run_1/final_congestion.png
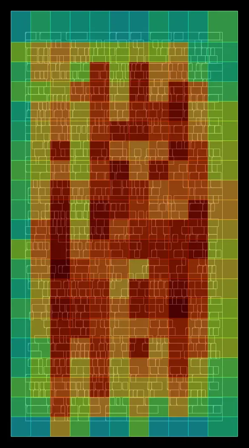
run_1/wire_density.png
Drawn at 3 px/um. 16 x 30 tiles, from white (low) to dark blue (high), scaled to the fullest tile. Values are wire area over tile area, all layers added.
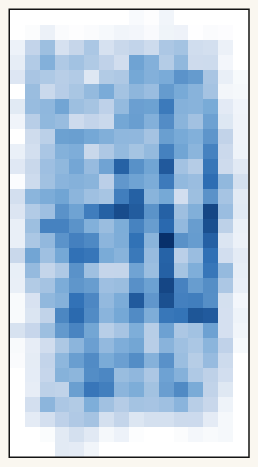
run_1/gate_families.png
Drawn at 4 px/um.
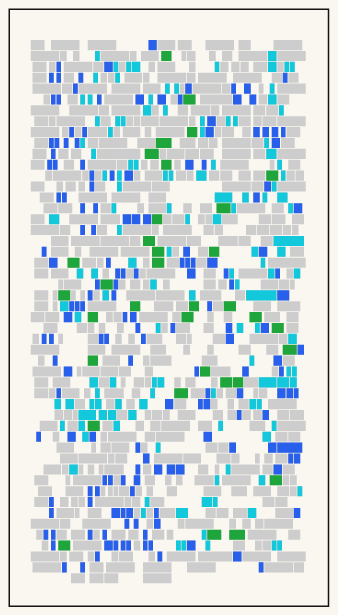
**src/rtl/ir_pkg.sv**
```systemverilog
// Shared types and constants for the IR carrier generator.
package ir_pkg;

  localparam int IR_CARRIER_W = 16;

  typedef enum logic [1:0] {
    IDLE  = 2'd0,
    RUN   = 2'd1,
    DRAIN = 2'd2
  } carrier_state_t;

endpackage

```
**src/rtl/ir_carrier_shadow.sv**
```systemverilog
// Active/pending carrier configuration: validates loads, raises cfg_err on rejects,
// and swaps pending values in only when the caller signals a period boundary.
module ir_carrier_shadow
  import ir_pkg::*;
#(
  parameter int W            = IR_CARRIER_W,
  parameter int DEFAULT_DIV  = 1316,
  parameter int DEFAULT_HIGH = 439
) (
  input  logic         clk,
  input  logic         reset,
  input  logic         i_load,
  input  logic [W-1:0] i_div_in,
  input  logic [W-1:0] i_high_in,
  input  logic         i_apply,
  output logic [W-1:0] o_div,
  output logic [W-1:0] o_div_nxt,
  output logic [W-1:0] o_high_nxt,
  output logic         o_cfg_err
);

  localparam logic [W-1:0] MIN_DIV = W'(2);

  logic [W-1:0] r_div;
  logic [W-1:0] r_high;
  logic [W-1:0] r_pend_div;
  logic [W-1:0] r_pend_high;
  logic         r_pend_v;
  logic         r_cfg_err;
  logic         w_valid;

  assign w_valid = i_load && (i_div_in >= MIN_DIV) && (i_high_in <= i_div_in);

  // A load accepted on the apply edge beats the older pending value.
  always_comb begin
    o_div_nxt  = r_div;
    o_high_nxt = r_high;
    if (i_apply) begin
      if (w_valid) begin
        o_div_nxt  = i_div_in;
        o_high_nxt = i_high_in;
      end else if (r_pend_v) begin
        o_div_nxt  = r_pend_div;
        o_high_nxt = r_pend_high;
      end
    end
  end

  always_ff @(posedge clk) begin
    if (reset) begin
      r_div       <= W'(DEFAULT_DIV);
      r_high      <= W'(DEFAULT_HIGH);
      r_pend_div  <= '0;
      r_pend_high <= '0;
      r_pend_v    <= 1'b0;
      r_cfg_err   <= 1'b0;
    end else begin
      r_cfg_err <= i_load && !w_valid;
      r_div     <= o_div_nxt;
      r_high    <= o_high_nxt;
      if (i_apply) begin
        r_pend_v <= 1'b0;
      end else if (w_valid) begin
        r_pend_v    <= 1'b1;
        r_pend_div  <= i_div_in;
        r_pend_high <= i_high_in;
      end
    end
  end

  assign o_div     = r_div;
  assign o_cfg_err = r_cfg_err;

endmodule

```
**src/rtl/ir_carrier_gen.sv**
```systemverilog
// Programmable IR carrier: period/high-time divider with gated start, drain-to-wrap stop
// and glitch-free reconfiguration at period boundaries.
module ir_carrier_gen
  import ir_pkg::*;
#(
  parameter int W            = IR_CARRIER_W,
  parameter int DEFAULT_DIV  = 1316,
  parameter int DEFAULT_HIGH = 439
) (
  input  logic         clk,
  input  logic         reset,
  input  logic         en,
  input  logic         load,
  input  logic [W-1:0] div_in,
  input  logic [W-1:0] high_in,
  output logic         carrier_out,
  output logic         period_tick,
  output logic         busy,
  output logic         cfg_err
);

  carrier_state_t r_state;
  logic [W-1:0]   r_count;
  logic           r_carrier;
  logic           r_tick;

  logic [W-1:0] w_div;
  logic [W-1:0] w_div_nxt;
  logic [W-1:0] w_high_nxt;
  logic [W-1:0] w_count_nxt;
  logic         w_wrap;
  logic         w_apply;
  logic         w_go;

  assign w_wrap      = (r_state != IDLE) && (r_count == w_div - W'(1));
  assign w_apply     = (r_state == IDLE) || w_wrap;
  assign w_count_nxt = w_apply ? '0 : r_count + W'(1);
  // Leave the running states only once the drained period has completed.
  assign w_go        = (r_state == IDLE) ? en : !(!en && (r_state == DRAIN) && w_wrap);

  ir_carrier_shadow #(
    .W           (W),
    .DEFAULT_DIV (DEFAULT_DIV),
    .DEFAULT_HIGH(DEFAULT_HIGH)
  ) u_shadow (
    .clk       (clk),
    .reset     (reset),
    .i_load    (load),
    .i_div_in  (div_in),
    .i_high_in (high_in),
    .i_apply   (w_apply),
    .o_div     (w_div),
    .o_div_nxt (w_div_nxt),
    .o_high_nxt(w_high_nxt),
    .o_cfg_err (cfg_err)
  );

  always_ff @(posedge clk) begin
    if (reset) begin
      r_state   <= IDLE;
      r_count   <= '0;
      r_carrier <= 1'b0;
      r_tick    <= 1'b0;
    end else if (w_go) begin
      r_state   <= en ? RUN : DRAIN;
      r_count   <= w_count_nxt;
      r_carrier <= w_count_nxt < w_high_nxt;
      r_tick    <= w_count_nxt == w_div_nxt - W'(1);
    end else begin
      r_state   <= IDLE;
      r_count   <= '0;
      r_carrier <= 1'b0;
      r_tick    <= 1'b0;
    end
  end

  assign carrier_out = r_carrier;
  assign period_tick = r_tick;
  assign busy        = (r_state != IDLE);

endmodule
```
**config.mk**
```make
export PLATFORM = sky130hd
export DESIGN_NAME = ir_carrier_gen
export DESIGN_NICKNAME = d
export VERILOG_FILES = /design/src/rtl/ir_pkg.sv /design/src/rtl/ir_carrier_shadow.sv /design/src/rtl/ir_carrier_gen.sv
export SDC_FILE = /design/constraint.sdc
export NUM_CORES = 1
export LEC_CHECK = 0
export ABC_CLOCK_PERIOD_IN_PS = 5800
export CAP_MARGIN = 20
export CORE_ASPECT_RATIO = 2
export CORE_MARGIN = 5
export CORE_UTILIZATION = 62
export CTS_BUF_LIST = sky130_fd_sc_hd__clkbuf_2 sky130_fd_sc_hd__clkbuf_4 sky130_fd_sc_hd__clkbuf_8
export CTS_CLUSTER_DIAMETER = 200
export DETAILED_ROUTE_END_ITERATION = 16
export PLACE_DENSITY_LB_ADDON = 0.3
export SLEW_MARGIN = 20
export SYNTH_ARGS = -nofsm -noshare
export SYNTH_HDL_FRONTEND = slang
export SYNTH_SLANG_ARGS = --single-unit
```
**constraint.sdc**
```tcl
create_clock -name clk -period 5.8 [get_ports clk]
set_clock_uncertainty 0.1 [all_clocks]
set_input_delay 0.87 -clock clk [delete_from_list [all_inputs] [get_ports clk]]
set_output_delay 0.87 -clock clk [all_outputs]
set_load 0.03 [all_outputs]
```
==> ci_impl_report.md, run 1 <==
### Yosys + OpenROAD results

| Metric | Value |
|---|---|
| Status | `complete, no violations` |
| Placed cell areas | `~6500 um2` |
| Placed cell count | `900` |
| Fmax | `between 150 and 200 MHz` |
| Post-CTS Hold Buffers | `0` |
| Commonest cells post-synth | `nand2_1, a21oi_1, dfxtp_1` |
| Seq_cells | `about 86` |
| Post-route DRC | `0` |
| Syn Inst Count | `slightly below 800` |
| Yosys chip area | `about 6000 um2` |
| CTS buffer count | `9` |
| Tmin final | `between 5000 and 6000 ps` |
| Synth async-reset ratio | `0%` |
| Non-Filler Instances | `916` |
| Switching share of power | `34.8%` |
| R2R Path Start | `u_shadow.o_div[5]$_SDFF_PP1_` |
| P per Cell Area | `between 200 and 250 nW/um2` |
| Seq area share | `between 20% and 30%` |
| Total Negative Setup Slacks | `0 ps` |
| Yosys xor share | `between 6 and 7%` |
| Max FO, Critical Path | `6` |
| Signal buffers share of area | `about 8.5%` |
| Vias per inst | `~6.8` |
| Core ar. | `9380 um2` |
| Critical Path Start | `div_in[15]` |
| ANT nets after route | `0` |
| P_sw | `530 uW` |
| Nonclk buf count | `63` |
| DR pass1 iterations | `5` |
| Largest net degree at the start of global routing | `around 69` |
| Crit path DAT | `5630 ps` |
| HP Class | `reg2reg` |
| Latency at later pin | `between 300 and 400 ps` |
| Reg power frac | `a little over two fifths` |
| WL final | `19900 um` |
| Syn. warnings | `0` |
| Synth top cell by count | `nand2_1` |
| Worst-path clk slew | `90 ps` |
| Via count | `about 6000` |
| Post-cts resize count | `0` |
| CTS tree | `yes` |
| Register area | `1720 um2` |
| Remaining Overflow, GRT | `0` |
| Synth Area in Adders | `between 7 and 8%` |
| Initial antenna violation count | `0` |
| Top cell family by delay on the critical path | `AND-OR/OR-AND gates` |
| Area leader, netlist | `dfxtp_1` |
| # Cells Yosys | `between 700 and 800` |
| Synth flops | `86` |
| Clock Tree Root | `clkbuf_8` |
| TAP cells | `about 100` |
| Fp_density | `between 60% and 70%` |
| Most frequent cells in the layout | `nand2_1, a21oi_1, dfxtp_1` |
| Cycle use final | `~94%` |
| Mapped Nets | `846` |
| Clock group total power | `roughly 450 uW` |
| Synth top area cells | `dfxtp_1, a21oi_1, ha_1` |
| Seq share, synth | `28.8%` |
| Hold Startpoint | `u_shadow.r_pend_div[5]$_SDFFE_PP0P_` |
| Synth top area share | `between 20% and 30%` |
| H-tree depth | `3` |
| Clock buf count | `9` |
| Design area | `6690 um2` |
| Hold EP | `u_shadow.r_pend_div[5]$_SDFFE_PP0P_` |
| Int Pwr | `slightly below 1 mW` |
| Port bufs | `39` |
| Nonclk inv count | `26` |
| Max clock buf depth | `2` |
| Multi-In Gates | `approximately 620` |
| Setup crit end | `period_tick$_SDFF_PP0_` |
| Buffer-and-inverter tally for the worst setup path | `2` |
| Crit path depth | `16` |
| Die H | `149 um` |
| DP HPWL | `roughly 16000 um` |
| Slew @ Worst Pin | `~740 ps` |
| Crit path kind | `in2reg` |
| Final clock-cell share | `about 3.0%` |
Back to the opening pictures, final_congestion.png:
DR WL/cell: 21.7 um
met3 Use GR: 5.99%
GR peak layer: met2
Finished Core Util: 71.3%

Back to the opening pictures, wire_density.png:
The mean over all tiles is 0.29. 11% of the tiles are nearly empty. 25% of the tiles are over half the peak. The densest ninth of the die: middle. The fullest tile reaches 0.85.

Back to the opening pictures, gate_families.png:
Key: NAND gates = blue [cells 164, where all over the die]; NOR gates = cyan [cells 129, where all over the die]; AND-OR and OR-AND gates = green [cells 34]

run 1: metrics by stage:
step	setup slack (ps)	power, mW	hold slack, ps
3_3_place_gp	137	1.06	342
3_5_place_dp	47.1	1.07	345
4_1_cts	435	1.51	357
6_report	364	1.52	357
2_1_floorplan	838	0.928	331
5_1_grt	24.1	1.59	382
run 1: metal layers:
metal	up-vias	wire [um]	GRT usage, %
li1	2860	-	-
met1	2870	6890	35.9
met2	329	10000	59.9
met3	126	1190	5.99
met4	0	1820	27.3
met5	-	0	0
run 1: sequential cells by signal, indices dropped and copies added (netlist names):
name,flops
period_tick,1
u_shadow.o_div,16
u_shadow.r_pend_v,1
u_shadow.r_pend_high,16
r_state,2
u_shadow.r_high,16
u_shadow.o_cfg_err,1
carrier_out,1
u_shadow.r_pend_div,16
r_count,16
--- run 2 (diff from run 1) ---
--- a/config.mk
+++ b/config.mk
@@ -8,12 +8,12 @@
 export ABC_CLOCK_PERIOD_IN_PS = 5800
 export CAP_MARGIN = 20
 export CORE_ASPECT_RATIO = 2
-export CORE_MARGIN = 5
+export CORE_MARGIN = 4
 export CORE_UTILIZATION = 62
 export CTS_BUF_LIST = sky130_fd_sc_hd__clkbuf_2 sky130_fd_sc_hd__clkbuf_4 sky130_fd_sc_hd__clkbuf_8
 export CTS_CLUSTER_DIAMETER = 200
 export DETAILED_ROUTE_END_ITERATION = 16
-export PLACE_DENSITY_LB_ADDON = 0.3
+export PLACE_DENSITY_LB_ADDON = 0.1
 export SLEW_MARGIN = 20
 export SYNTH_ARGS = -nofsm -noshare
 export SYNTH_HDL_FRONTEND = slang
==> run 2 against run 1 <==
Flip-flop count did not move. Power fell by 0.82%. Register-to-register slack improved by 210 ps. Critical endpoint unchanged.
==> ci_impl_report.md, run 2 <==
### Yosys + OpenROAD results

| Metric | Value |
|---|---|
| Status | `complete, no violations` |
| Yosys chip area | `5980 um2` |
| Multi-In Gates | `approximately 620` |
| Signal buffers share of area | `9.24%` |
| Clock Tree Root | `clkbuf_8` |
| Total Negative Setup Slacks | `0 ps` |
| Placed cell count | `just over 900` |
| Core ar. | `roughly 9400 um2` |
| Crit path DAT | `around 5400 ps` |
| Tmin final | `around 5200 ps` |
| Dpl ws | `88.8 ps` |
| HP Class | `reg2reg` |
| Met1 global-route usage | `a little over a third` |
| Routed length on met1 | `about 7000 um` |
| Synth top area cells | `dfxtp_1, a21oi_1, ha_1` |
| Cycle use final | `approximately nine tenths` |
| Post-route DRC | `0` |
| Synth top area share | `slightly below 30%` |
| Power, Total | `approximately 1.5 mW` |
| Buffer-and-inverter tally for the worst setup path | `6` |
| Met2 Use GR | `a little under two thirds` |
| Hold Startpoint | `u_shadow.r_pend_high[7]$_SDFFE_PP0P_` |
| Seq area share | `roughly 26%` |
| Max FO, Critical Path | `12` |
| GR peak layer | `met2` |
| DR pass1 iterations | `6` |
| Placed cell areas | `around 6500 um2` |
| Post-CTS Hold Buffers | `0` |
| P per Cell Area | `between 200 and 250 nW/um2` |
| DP HPWL | `~16000 um` |
| Nonclk buf count | `69` |
| Seq share, synth | `between 20% and 30%` |
| Via count | `approximately 6300` |
| Worst-path clk slew | `about 100 ps` |
| Hold EP | `u_shadow.r_pend_high[7]$_SDFFE_PP0P_` |
| Setup crit end | `period_tick$_SDFF_PP0_` |
| Clock buf count | `9` |
| Synth top cell by count | `nand2_1` |
| Most frequent cells in the layout | `nand2_1, a21oi_1, dfxtp_1` |
| Vias per inst | `between 6 and 7` |
| WL met3 | `1210 um` |
| Design area | `6740 um2` |
| Latency at later pin | `between 300 and 400 ps` |
| Largest net degree at the start of global routing | `between 60 and 70` |
| Crit path depth | `18` |
| Synth flops | `~86` |
| Clock group total power | `about 430 uW` |
| Final clock-cell share | `2.91%` |
| Metal2 WL | `between 10000 and 15000 um` |
| PnR worst setup slack | `about 580 ps` |
| Commonest cells post-synth | `nand2_1, a21oi_1, dfxtp_1` |
| Non-Filler Instances | `922` |
| Mapped Nets | `about 850` |
| Port bufs | `39` |
| # Cells Yosys | `776` |
| Crit path kind | `in2reg` |
| Remaining Overflow, GRT | `0` |
| Min Hold Slack | `361 ps` |
| Area leader, netlist | `dfxtp_1` |
| ANT nets after route | `0` |
| CTS buffer count | `9` |
| Reg power frac | `between 40% and 50%` |
| Critical Path Start | `div_in[15]` |
| Top cell family by delay on the critical path | `AND-OR/OR-AND gates` |
| Syn Inst Count | `776` |
| H-tree depth | `3` |
| P_sw | `549 uW` |
| Syn. warnings | `0` |
| DR WL/cell | `roughly 22 um` |
| Seq_cells | `approximately 86` |
| Finished Core Util | `approximately 72%` |
| CTS tree | `yes` |
| TAP cells | `104` |
| Nonclk inv count | `26` |
| Synth async-reset ratio | `0%` |
| Fmax | `about 190 MHz` |
| R2R Path Start | `u_shadow.o_div[5]$_SDFF_PP1_` |
| Register area | `between 1500 and 2000 um2` |
| Slew @ Worst Pin | `between 900 and 1000 ps` |
| Max layer used | `met4` |
| Switching share of power | `36.4%` |
## run 2: cell counts after synthesis
No cell type changed its count.
## run 2: kinds of logic (layout without fill, tap and decap cells)
| group | after synthesis | after routing | synth area share [%] |
|---|---|---|---|
| AOI/OAI and AO/OA | 199 | 199 | 22.1 |
| xor gates and xnor gates | 38 | 38 | 6.05 |
| adders and majority gates | 34 | 34 | 7.12 |
| buffers and inverters | 69 | 111 | 4.92 |
| DFF | 86 | 86 | 28.8 |
| muxes | 15 | 15 | 2.62 |
| and+or+nand+nor | 335 | 335 | 28.3 |
## run 2: repair_timing
action | CTS | global route
endpoints found under the setup margin | 0 | 1
hold endpoints to repair | 0 | 0
gates resized | 0 | 1
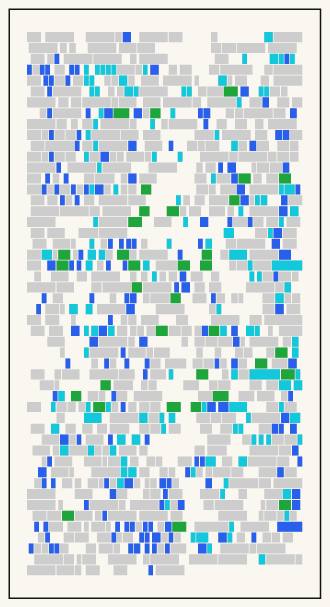
run_2/gate_families.png
Drawn at 4 px/um.
Key: AND-OR and OR-AND gates = green [cells 34]; NOR gates = cyan [cells 129, where all over the die]; NAND gates = blue [cells 164, where all over the die]

--- run 3 (diff from run 2) ---
--- a/config.mk
+++ b/config.mk
@@ -12,8 +12,10 @@
 export CORE_UTILIZATION = 62
 export CTS_BUF_LIST = sky130_fd_sc_hd__clkbuf_2 sky130_fd_sc_hd__clkbuf_4 sky130_fd_sc_hd__clkbuf_8
 export CTS_CLUSTER_DIAMETER = 200
+export CTS_CLUSTER_SIZE = 8
 export DETAILED_ROUTE_END_ITERATION = 16
 export PLACE_DENSITY_LB_ADDON = 0.1
+export SKIP_LAST_GASP = 1
 export SLEW_MARGIN = 20
 export SYNTH_ARGS = -nofsm -noshare
 export SYNTH_HDL_FRONTEND = slang
==> run 3 against run 2 <==
Synthesized area is the same. Final cell count unchanged. Cell area unchanged. Global-route usage unchanged. Largest cell class unchanged. Synthesized cell count is the same. Flip-flop count is the same. Highest routed layer unchanged. Fmax is the same. Critical path type unchanged.
==> ci_impl_report.md, run 3 <==
### Yosys + OpenROAD results

| Metric | Value |
|---|---|
| Total Negative Setup Slacks | `0 ps` |
| Syn. warnings | `0` |
| Yosys xor share | `under 10%` |
| Combinational share of cell area | `between 50% and 60%` |
| DP HPWL | `roughly 16000 um` |
| Multi-In Gates | `about 620` |
| Post-route DRC | `0` |
| Synth top area share | `28.8%` |
| Fmax | `191 MHz` |
| Critical Path Start | `div_in[15]` |
| Placed cell count | `a little over 900` |
| Layout area overhead | `12.8%` |
| Area leader, netlist | `dfxtp_1` |
| First-pass GRT wire length | `~32000 um` |
| Int Pwr | `~960 uW` |
| DR WL/cell | `~22 um` |
| ANT nets after route | `0` |
| Synth logic family | `simple AND/OR/NAND/NOR gates` |
| Top Consumer | `registers` |
| Max clock buf depth | `2` |
| Seq_cells | `about 86` |
| Clock Tree Root | `clkbuf_8` |
| Commonest cells post-synth | `nand2_1, a21oi_1, dfxtp_1` |
| P per Cell Area | `224 nW/um2` |
| Finished Core Util | `71.8%` |
| Most frequent cells in the layout | `nand2_1, a21oi_1, dfxtp_1` |
| Fp_density | `63.7%` |
| Post-cts resize count | `0` |
| DR pass1 iterations | `6` |
| Yosys simple share | `around 28%` |
| CTS buffer count | `9` |
| Synth top area cells | `dfxtp_1, a21oi_1, ha_1` |
| Clock buf count | `9` |
| Syn Inst Count | `between 700 and 800` |
| PnR worst setup slack | `around 580 ps` |
| Synth flops | `86` |
| Yosys aoi share | `roughly 22%` |
| CTS tree | `yes` |
| Core ar. | `9380 um2` |
| Yosys cell types | `roughly 80` |
| Max FO, Critical Path | `12` |
| Final clock-cell share | `roughly 2.9%` |
| Crit path DAT | `between 5000 and 6000 ps` |
| WL final | `20500 um` |
| Vias per inst | `between 6 and 7` |
| Status | `complete, no violations` |
| Via count | `6270` |
| Dpl ws | `about 89 ps` |
| MUX area fraction | `about 2.6%` |
| Power, Total | `between 1.5 and 2 mW` |
| Latency at later pin | `390 ps` |
| P_sw | `549 uW` |
| Non-Filler Instances | `922` |
| Seq area share | `25.5%` |
| Register area | `1720 um2` |
| Reg power frac | `around 43%` |
| Yosys chip area | `between 5000 and 6000 um2` |
| TAP cells | `about 100` |
| Mapped Nets | `846` |
| Synth async-reset ratio | `0%` |
| Setup crit end | `period_tick$_SDFF_PP0_` |
| Clock group total power | `approximately 430 uW` |
| Nonclk inv count | `26` |
| Hold EP | `u_shadow.r_pend_high[7]$_SDFFE_PP0P_` |
| Post-CTS Hold Buffers | `0` |
| Remaining Overflow, GRT | `0` |
| R2r setup slk | `900 ps` |
| Port bufs | `39` |
| H-tree depth | `3` |
| Die H | `147 um` |
| Seq share, synth | `roughly 29%` |
| Synth top cell by count | `nand2_1` |
| Slew @ Worst Pin | `986 ps` |
| Switching share of power | `around 36%` |
| Tmin final | `between 5000 and 6000 ps` |
| HP Class | `reg2reg` |
| R2R Path Start | `u_shadow.o_div[5]$_SDFF_PP1_` |
| Crit path kind | `in2reg` |
| Hold Startpoint | `u_shadow.r_pend_high[7]$_SDFFE_PP0P_` |
| Nonclk buf count | `~70` |
| Signal buffers share of area | `a little under a tenth` |
| Initial antenna violation count | `0` |
| Synth Area in Adders | `7.12%` |
| Largest net degree at the start of global routing | `between 60 and 70` |
| Worst-path clk slew | `around 100 ps` |
| # Cells Yosys | `between 700 and 800` |
==> run 3: cell counts after synthesis <==
No cell type changed its count.
==> run 3: worst max-delay path, cell delays in order <==
cell and delay, ps:
clkdlybuf4s50_1 510, inv_1 80, ha_1 310, nand4_1 150
buf_4 140, nor2_1 40, or3_1 400, o31ai_1 570
a21oi_1 150, buf_4 210, a22o_1 240, a2111oi_0 640
buf_4 220, xnor3_1 190, nor4_1 200, buf_4 170
o22ai_1 80, nor4_2 240
==> run 3: routing by layer <==
layer	vias up	global-route usage [%]	part of all wire [%]
li1	2869	-	-
met1	2914	35.8	34
met2	366	63.9	51
met3	121	5.46	5.9
met4	0	30.5	9.2
met5	-	0	0
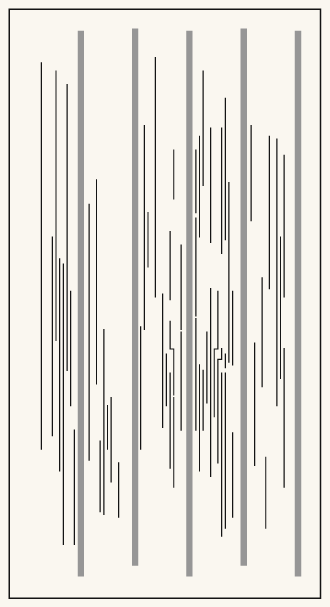
run_3/met4.png
Drawn at 4 px/um. Supply wires on this layer in grey.
The layer holds 9.2% of the routed length. 52 nets have wire on it. The wires run mostly vertical. The layer carries 1890 um of wire.

Power figures rest on the tool's default switching activity, not on a simulated workload.
